### Power grid

Scale bar: 50 um. Pins as bars on the die edge. Tap cells in grey.
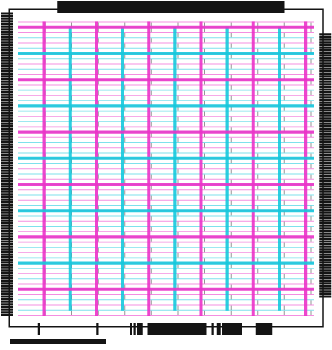
### Cells coloured by class

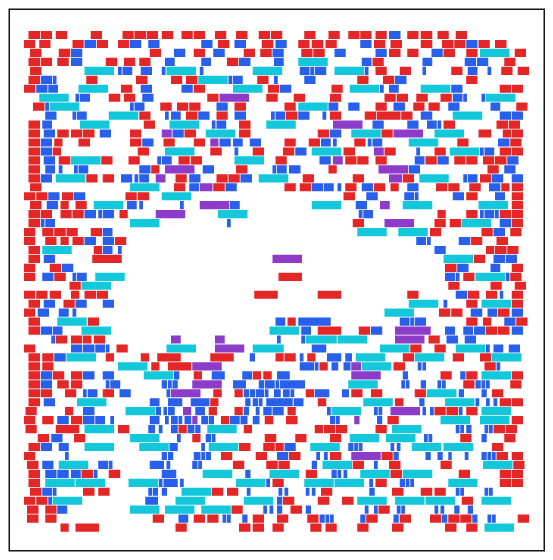
==> config.mk <==
export PLATFORM = sky130hd
export DESIGN_NAME = gpio_apb_sequencer
export DESIGN_NICKNAME = d
export VERILOG_FILES = /design/src/rtl/gpio_apb_sequencer.sv
export SDC_FILE = /design/constraint.sdc
export NUM_CORES = 1
export LEC_CHECK = 0
export ABC_CLOCK_PERIOD_IN_PS = 2830
export CORE_AREA = 4 4 158 160
export CTS_CLUSTER_DIAMETER = 150
export DETAILED_ROUTE_END_ITERATION = 8
export DIE_AREA = 0 0 162 164
export GPL_ROUTABILITY_DRIVEN = 0
export PLACE_DENSITY_LB_ADDON = 0.12
export SKIP_CTS_REPAIR_TIMING = 1
export SYNTH_ARGS = -nofsm -noshare
export SYNTH_HDL_FRONTEND = slang
export SYNTH_SLANG_ARGS = --single-unit
==> constraint.sdc <==
create_clock -name clk -period 2.83 [get_ports clk]
set_clock_uncertainty 0.1 [all_clocks]
set_input_delay 0.566 -clock clk [delete_from_list [all_inputs] [get_ports clk]]
set_output_delay 0.566 -clock clk [all_outputs]
set_load 0.02 [all_outputs]
==> flow report <==
==========================================================================================
Worst slack after detailed placement ........................................   -0.3438 ns
Switching Share .............................................................       41.37%
Clock buffers ...............................................................           17
Achievable clock frequency ..................................................   0.3718 GHz
Count of clock tree sinks ...................................................          116
Total of endpoints with negative setup slack in the final report ............            0
Worst slew margin relative to its limit .....................................       54.80%
Main flop type ..............................................................      dfrtp_1
Worst skew pair latency .....................................................      0.42 ns
Fillcell total ..............................................................         2199
Fraction of layout cells with a size suffix above 1 .........................       9.677%
Ant. Diodes .................................................................            3
Most common cell in the synthesized netlist .................................      nand2_1
OpenROAD warning count ......................................................           34
Area share of xor/xnor cells in the synthesized design ......................      0.8407%
Number of DRC violations after detailed routing .............................            0
Asr flop ratio synth ........................................................       100.0%
Cell Type Count .............................................................           44
Port Buffers ................................................................          407
Number of cell instances on the worst register-to-register path .............           10
CTS Buffer Depth ............................................................            2
Final global-route overflow total ...........................................            0
Half-perimeter wire length after placement ..................................     20010 um
Final Total Pwr .............................................................     14.32 mW
Status ...................................................................... finished, final reports clean
Power per standard cell area ................................................ 1228 nW/um^2
Dominant kind of combinational cell ......................................... multiplexers
Switching pwr ...............................................................     5.926 mW
Count of sequential standard cells ..........................................          116
Leakage power figure ........................................................     5.193 nW
Number of max-cap violations ................................................            0
Footprint of the multi-input gates ..........................................   3119 sq um
Power attributed to sequential cells ........................................      2.75 mW
Total Routed Length .........................................................     26620 um
Iteration-0 DRC Markers .....................................................          413
Worst setup EP type .........................................................    flip-flop
Power Combinational .........................................................      9.44 mW
Number of H-tree levels .....................................................            4
Multi-input combinational cell count ........................................          437
Overall die area ............................................................  26570 sq um
Flop pwr share ..............................................................        19.2%
Design internal power .......................................................     8.396 mW
Adders+Majority by Area .....................................................       1.564%
Count of instantiated cells in the yosys netlist ............................          607
Post-Route Hold Slack .......................................................    0.1249 ns
Synth area leaders .......................................................... dfrtp_1 45%, mux2i_1 20%, o221ai_1 9.0%
Final clock-cell share ......................................................       4.914%
Number of warning messages in the yosys log .................................            0
Area taken by flip-flops and latches ........................................   2905 sq um
Synth top area share ........................................................       44.57%
Cell type with the largest total area after synthesis .......................      dfrtp_1
Clock edge transition at the registers on the reported setup and hold paths .      0.07 ns
Area fraction in compound gates .............................................       11.36%
Pins Over Slew Limit ........................................................            0
Non-Clock Buffer Count ......................................................          462
==========================================================================================
## Picture notes: 'Power grid'
VSS -> magenta
VDD -> cyan
met4 straps = 11
met5 straps = 11
rows = 56
vertical die dimension: 164 um
chip width: 162 um

## Picture notes: 'Cells coloured by class'
clock drivers and dummy loads -> purple  # cells 32
remaining buffers and delay cells -> red  # cells 462
sequential cells -> cyan  # cells 116
combinational and other logic -> blue  # cells 444
core utilization of the finished layout: 49.83%
post-route cell area: 11660 sq um
Rows: 56

-- routing by layer --
metal,share of wire [%],track usage [%]
met5,0,0
met3,8.7,6.173
met1,39,22.38
met4,1.2,5.690
met2,51,33.39
-- stage by stage --
| stage | TNS (ns) | cell area [sq um] | std cells |
|---|---|---|---|
| 3_5_place_dp | -14.57 | 11020 | 1338 |
| 5_1_grt | 0 | 11650 | 1373 |
| 3_3_place_gp | -10.20 | 11020 | 1338 |
| 4_1_cts | 0 | 11600 | 1370 |
| 6_report | 0 | 11660 | 1376 |
| 2_1_floorplan | 0 | 6400 | 607 |
-- critical path, stage by stage --
cell             delay, ns
clkdlybuf4s50_1       0.50
or2_0                 0.29
and3_4                0.19
o31ai_4               0.29
xnor2_4               0.17
buf_12                0.15
buf_12                0.17
buf_6                 0.17
mux2i_1               0.21
o221ai_1              0.14
Power is estimated from default activity; no workload was simulated.
